Run 1, signal wires by layer:
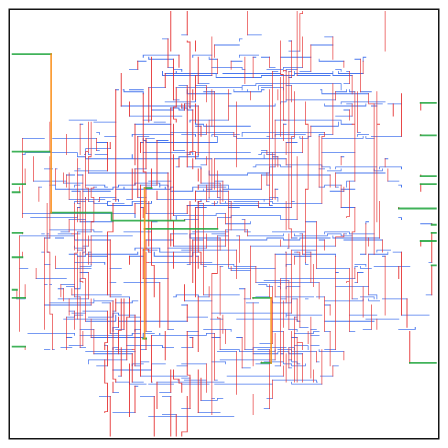
Run 1, placed standard cells:
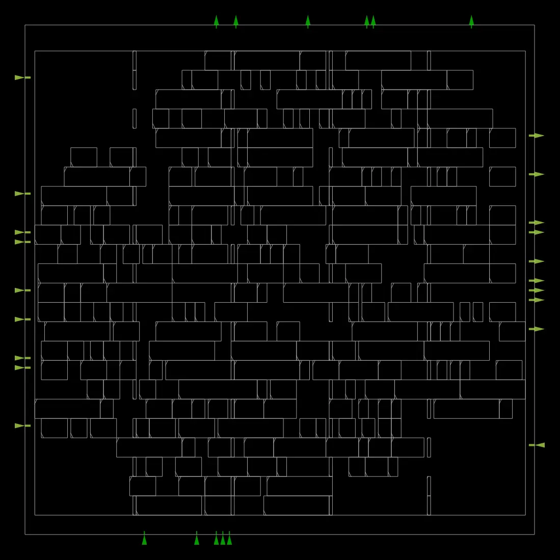
Run 1, clock wires, drivers and flops:
Bar = 20 um.
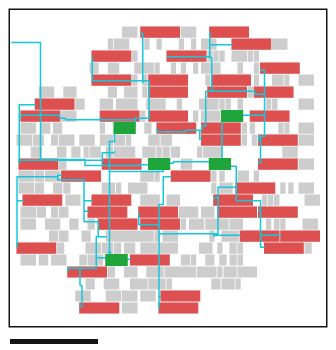
[src/rtl/div_pkg.sv]
// Shared types and defaults for the sequential restoring divider.
// Holds the FSM state encoding and the width helpers.
package div_pkg;

  typedef enum logic [1:0] {
    IDLE,
    CALC,
    DONE
  } state_t;

  localparam int DW_DEF = 8;
  localparam int VW_DEF = 4;
  localparam int CW_DEF = $clog2(DW_DEF);

  function automatic int cnt_w(input int w);
    return (w > 1) ? $clog2(w) : 1;
  endfunction

endpackage

[src/rtl/div_step.sv]
// One restoring-division step: shift in a dividend bit,
// then trial-subtract the divisor.
module div_step #(
  parameter int VW = 4
) (
  input  logic [VW:0]   pr_in,
  input  logic          next_bit,
  input  logic [VW-1:0] divisor,
  output logic [VW:0]   pr_out,
  output logic          q_bit
);

  logic [VW:0] shifted;
  logic [VW:0] dsr;

  assign shifted = {pr_in[VW-1:0], next_bit};
  assign dsr     = {1'b0, divisor};
  assign q_bit   = (shifted >= dsr);
  assign pr_out  = q_bit ? (shifted - dsr) : shifted;

endmodule

[src/rtl/seq_divider.sv]
// Iterative restoring divider, one quotient bit per clock,
// behind a start/busy/done handshake.
import div_pkg::*;

module seq_divider #(
  parameter int DW = DW_DEF,
  parameter int VW = VW_DEF
) (
  input  logic          clk,
  input  logic          rst_n,
  input  logic          start,
  input  logic [DW-1:0] dividend,
  input  logic [VW-1:0] divisor,
  output logic [DW-1:0] quotient,
  output logic [VW-1:0] remainder,
  output logic          busy,
  output logic          done,
  output logic          div_by_zero
);

  localparam int CW = cnt_w(DW);

  state_t        state;
  state_t        state_nxt;
  logic [DW-1:0] dvd;
  logic [VW-1:0] dsr;
  logic [VW:0]   pr;
  logic [VW:0]   pr_nxt;
  logic [DW-1:0] q;
  logic          q_bit;
  logic [CW-1:0] cnt;
  logic          dz;
  logic          last;

  assign last = (cnt == CW'(DW - 1));

  div_step #(
    .VW(VW)
  ) u_step (
    .pr_in   (pr),
    .next_bit(dvd[DW-1]),
    .divisor (dsr),
    .pr_out  (pr_nxt),
    .q_bit   (q_bit)
  );

  always_ff @(posedge clk or negedge rst_n) begin
    if (!rst_n) state <= IDLE;
    else        state <= state_nxt;
  end

  always_comb begin
    state_nxt = state;
    unique case (state)
      IDLE: begin
        if (start)
          state_nxt = (divisor == '0) ? DONE : CALC;
      end
      CALC: begin
        if (last) state_nxt = DONE;
      end
      DONE:    state_nxt = IDLE;
      default: state_nxt = IDLE;
    endcase
  end

  always_ff @(posedge clk or negedge rst_n) begin
    if (!rst_n) begin
      dvd         <= '0;
      dsr         <= '0;
      pr          <= '0;
      q           <= '0;
      cnt         <= '0;
      dz          <= 1'b0;
      quotient    <= '0;
      remainder   <= '0;
      busy        <= 1'b0;
      done        <= 1'b0;
      div_by_zero <= 1'b0;
    end else begin
      done <= 1'b0;
      unique case (state)
        IDLE: begin
          if (start) begin
            div_by_zero <= 1'b0;
            pr          <= '0;
            cnt         <= '0;
            // zero divisor skips CALC; preload the saturated result
            if (divisor == '0) begin
              q  <= '1;
              dz <= 1'b1;
            end else begin
              q    <= '0;
              dz   <= 1'b0;
              dvd  <= dividend;
              dsr  <= divisor;
              busy <= 1'b1;
            end
          end
        end
        CALC: begin
          dvd <= dvd << 1;
          pr  <= pr_nxt;
          q   <= {q[DW-2:0], q_bit};
          cnt <= cnt + CW'(1);
        end
        DONE: begin
          quotient    <= q;
          remainder   <= pr[VW-1:0];
          div_by_zero <= dz;
          done        <= 1'b1;
          busy        <= 1'b0;
        end
        default: ;
      endcase
    end
  end

endmodule

[config.mk]
export PLATFORM = sky130hd
export DESIGN_NAME = seq_divider
export DESIGN_NICKNAME = d
export VERILOG_FILES = /design/src/rtl/div_pkg.sv /design/src/rtl/div_step.sv /design/src/rtl/seq_divider.sv
export SDC_FILE = /design/constraint.sdc
export NUM_CORES = 1
export LEC_CHECK = 0
export CAP_MARGIN = 20
export CORE_UTILIZATION = 45
export CTS_CLUSTER_DIAMETER = 30
export DETAILED_ROUTE_END_ITERATION = 10
export PLACE_DENSITY_LB_ADDON = 0.3
export SYNTH_ARGS = -nofsm -noshare
export SYNTH_HDL_FRONTEND = slang
export SYNTH_HIERARCHICAL = 1
export SYNTH_SLANG_ARGS = --single-unit
[constraint.sdc]
create_clock -name clk -period 2.9 [get_ports clk]
set_input_delay 0.725 -clock clk [delete_from_list [all_inputs] [get_ports clk]]
set_output_delay 0.725 -clock clk [all_outputs]
set_load 0.005 [all_outputs]
==> impl_metrics.env, run 1 <==
# yosys + openroad results
export IMPL_crit_chain="clkdlybuf4s50_1 -> or4_4 -> or4b_4 -> nand3_1"
export IMPL_setup_ws_ns=0.653
export IMPL_warnings=26
export IMPL_pg_seq_uw=1110
export IMPL_drtPass1Iterations=2
export IMPL_top_layer="met4"
export IMPL_pwr_share_clk_pct=17.5
export IMPL_cts_tree="yes"
export IMPL_die_w_um=71.7
export IMPL_fp_util_pct=48.5
export IMPL_ff2ff_setup_slack_ns=1.06
export IMPL_worst_path_stages=4
export IMPL_fmax_mhz=445
export IMPL_ctsResizeCount=0
export IMPL_grt_use_met2_pct=29.6
export IMPL_start_kind="primary input"
export IMPL_internal_power_uw=1790
export IMPL_combPwrFrac_pct=42.2
export IMPL_fin_crit_sh_pct=77.5
export IMPL_wl_met1_mm=1.91
export IMPL_synth_warnings=6
export IMPL_drv_cap=0
export IMPL_area_growth_pct=21.4
export IMPL_finalCriticalPeriod_ns=2.25
export IMPL_crit_path_start="divisor[1]"
export IMPL_cts_buffer_depth=2
export IMPL_first_iter_violations=62
export IMPL_cp_top_family="simple AND/OR/NAND/NOR gates"
export IMPL_drv_slew=0
export IMPL_hold_class="in2async"
export IMPL_h_tree_depth=2
export IMPL_cpPeakStageDelay_ns=0.62
export IMPL_seq_area_um2=1130
export IMPL_portBuffers=29
export IMPL_status="finished clean"
export IMPL_relSlewSlack_pct=34.2
export IMPL_whs_ns=0.325
export IMPL_setup_viol=0
export IMPL_ioPinCount=30
export IMPL_grt_max_degree=20
export IMPL_swShare_pct=35.0
export IMPL_power_leakage_uw=0.00129
export IMPL_netlist_area_um2=2180
export IMPL_ant_nets=0
export IMPL_buf_share_pct=13.0
export IMPL_drcViolationCount=0
export IMPL_sh_comb_area_pct=36.6
export IMPL_post_place_cells=289
export IMPL_hold_viol=0
export IMPL_clk_share_pct=4.39
export IMPL_detail_route_vias_per_cell=5.39
export IMPL_insertedDiodeCount=0
export IMPL_crit_end="q[6]"
export IMPL_root_buffer="clkbuf_8"
export IMPL_critPathMaxFanout=8
export IMPL_avgSynthCellArea_um2=10.3
export IMPL_comb_area_um2=971
export IMPL_nFlopsAndLatches=45
export IMPL_grt_busiest_layer="met2"
export IMPL_p_comb_uw=1160
export IMPL_syn_nets=234
export IMPL_grt_pass1_vias=1605
export IMPL_grt_overflow_total=0
export IMPL_comb_multi_input_count=148
export IMPL_met1_usage_pct=23.4
export IMPL_gr_usage_met3_pct=3.09
export IMPL_p_sw_uw=965
export IMPL_n_fill_cell=393
export IMPL_tightest_slew_ns=0.985
export IMPL_drive_gt1_share_pct=13.9
Notes on 'signal wires by layer' above:
[green] M3 | wire length: 91.1 um
[blue] M1 | wire length: 1,910 um
[orange] M4 | wire length: 62.6 um
[red] M2 | wire length: 1,940 um
Total GRT Usage: 17.8%
drt total wl: 4.00 mm
Via Count: 1,601
wire per inst: 13.5 um

Notes on 'placed standard cells' above:
core box area: 4500 um2
sequential cell area share: 42.5%
non-filler cells in the finished layout: 297
Final Core Density: 58.8%

Notes on 'clock wires, drivers and flops' above:
[red] flip-flops | count: 45
[cyan] clock wires | length: 538 um
[green] clock-net drivers | count: 5
routed clock nets: 6
power in the clock group: 484 uW
Latency at later pin: 0.29 ns

==> run 1: cells in the final DEF (no fill, tap or decap), types with 2 or more instances in the layout <==
master and n:
dfrtp_1 45, nor2_1 7, mux2_2 3, a22oi_1 2, clkbuf_8 6, nand2b_1 10
inv_1 7, nand3_1 3, nand2_1 53, o211ai_2 6, nor3_1 2, ha_1 6
a22o_1 7, o22ai_1 7, clkdlybuf4s50_1 28, o21ai_0 2, buf_4 8, mux2i_1 9
nor2b_1 2, a21oi_1 9
==> run 1: registers in the layout, indices dropped and copies added (netlist names) <==
register	flops
busy	1
cnt	3
div_by_zero	1
done	1
dsr	4
dvd	8
dz	1
pr	4
q	8
quotient	8
remainder	4
state	2
Run 1, signal wires on met3:
Bar = 20 um.
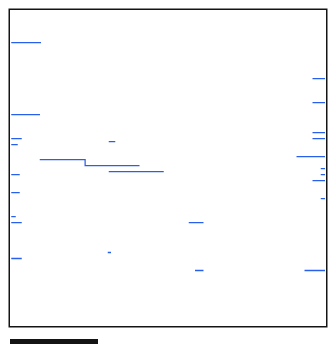

==> inputs of run 2 (changes only) <==
==> constraint.sdc (replaced) <==
create_clock -name clk -period 2.1 [get_ports clk]
set_input_delay 0.525 -clock clk [delete_from_list [all_inputs] [get_ports clk]]
set_output_delay 0.525 -clock clk [all_outputs]
set_load 0.005 [all_outputs]
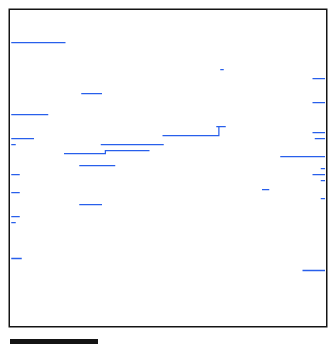
Run 2: signal wires on met3
Bar = 20 um.
nets with wire on the layer: 22
longest straight run: 14.0 um
main direction: horizontal

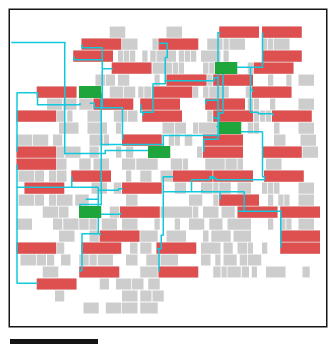
Run 2: clock wires, drivers and flops
Bar = 20 um.
[cyan] clock wires | length: 526 um
[red] flip-flops | count: 45
[green] clock-net drivers | count: 5
routed clock nets: 6
flops lie: widely spread
Latency at later pin: 0.31 ns
Clk network pwr share: 14.9%
power in the clock group: 556 uW

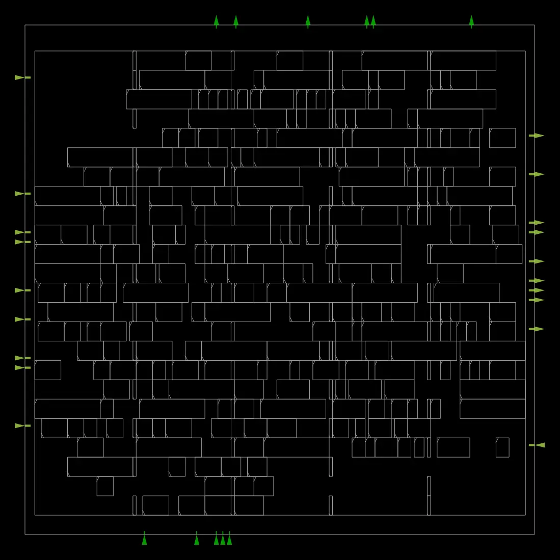
Run 2: placed standard cells
Final Core Density: 59.5%
non-filler cells in the finished layout: 304

==> impl_metrics.env, run 2 <==
# yosys + openroad results
export IMPL_drv_cap=0
export IMPL_setup_viol=0
export IMPL_postCtsSetupBuffers=0
export IMPL_fin_crit_sh_pct=95.6
export IMPL_grt_overflow_total=0
export IMPL_detail_route_vias_per_cell=5.34
export IMPL_netlist_area_um2=2180
export IMPL_start_kind="primary input"
export IMPL_hold_class="in2async"
export IMPL_finalCriticalPeriod_ns=2.01
export IMPL_die_area_um2=5130
export IMPL_whs_ns=0.181
export IMPL_postPlaceCellArea_um2=2590
export IMPL_drcViolationCount=0
export IMPL_drv_slew=0
export IMPL_status="finished clean"
export IMPL_post_place_cells=296
export IMPL_hold_viol=0
export IMPL_ant_nets=0
export IMPL_syn_nets=234
export IMPL_synth_warnings=6
export IMPL_drive_gt1_share_pct=16.7
export IMPL_cellPowerDensity_nw_per_um2=1400
export IMPL_crit_end="q[4]"
export IMPL_fmax_mhz=498
export IMPL_cts_buffer_depth=2
export IMPL_first_iter_violations=65
export IMPL_wl_per_cell_um=14.3
export IMPL_drtPass1Iterations=4
export IMPL_ioPinCount=30
export IMPL_critPathMaxFanout=8
export IMPL_relSlewSlack_pct=58.6
export IMPL_power_leakage_uw=0.00131
export IMPL_area_growth_pct=22.8
export IMPL_root_buffer="clkbuf_8"
export IMPL_grt_pass1_vias=1673
export IMPL_avgSynthCellArea_um2=10.3
export IMPL_mostFrequentLayoutCell="nand2_1"
export IMPL_die_w_um=71.7
export IMPL_crit_path_start="divisor[1]"
export IMPL_ff2ff_setup_slack_ns=0.33
export IMPL_fp_util_pct=48.5
export IMPL_die_y_um=71.7
export IMPL_ctsResizeCount=0
export IMPL_fin_nets=273
export IMPL_lay_top_cells="53 x nand2_1, 45 x dfrtp_1, 28 x clkdlybuf4s50_1, 15 x buf_4, 10 x nand2b_1"
export IMPL_rsz0062_at_grt="no"
export IMPL_wl_mm=4.35
export IMPL_h_tree_depth=2
export IMPL_r2r_worst_path_cells=6
export IMPL_tightest_slew_ns=0.619
export IMPL_reg_top3="dvd x8, q x8, quotient x8"
export IMPL_grt_max_degree=24
export IMPL_setup_ws_ns=0.0926
export IMPL_vias=1624
export IMPL_track_usage_pct=19.2
export IMPL_cts_sinks=45
export IMPL_core_um2=4500
export IMPL_insertedDiodeCount=0
export IMPL_warnings=26
export IMPL_portBuffers=29
export IMPL_cts_tree="yes"
## run 2: routing by layer
layer	global-route usage (%)	part of all wire, %
met5	0	0
met3	3.66	3.0
met2	32.4	49
met1	24.7	47
met4	7.19	1.5
## run 2: critical path: stages
cell	delay [ns]
clkdlybuf4s50_1	0.42
or4_4	0.58
or4b_4	0.62
o211ai_2	0.09
## run 2: report_power, final
part | internal [uW] | switching (uW) | total [uW]
clock network | 240 | 316 | 556
registers | 1230 | 302 | 1530
logic | 883 | 771 | 1650
## run 2: layout make-up
type,count,area (um2)
repair buffers,44,398
inverters,7,26.3
multi-input cells,148,971
flip-flops and latches,45,1130
well taps,52,65.1
clock buffers,5,68.8
fillers,397,1820
clock inverters,3,25.0
No activity file was given, so power comes from the tool's default toggle rates.
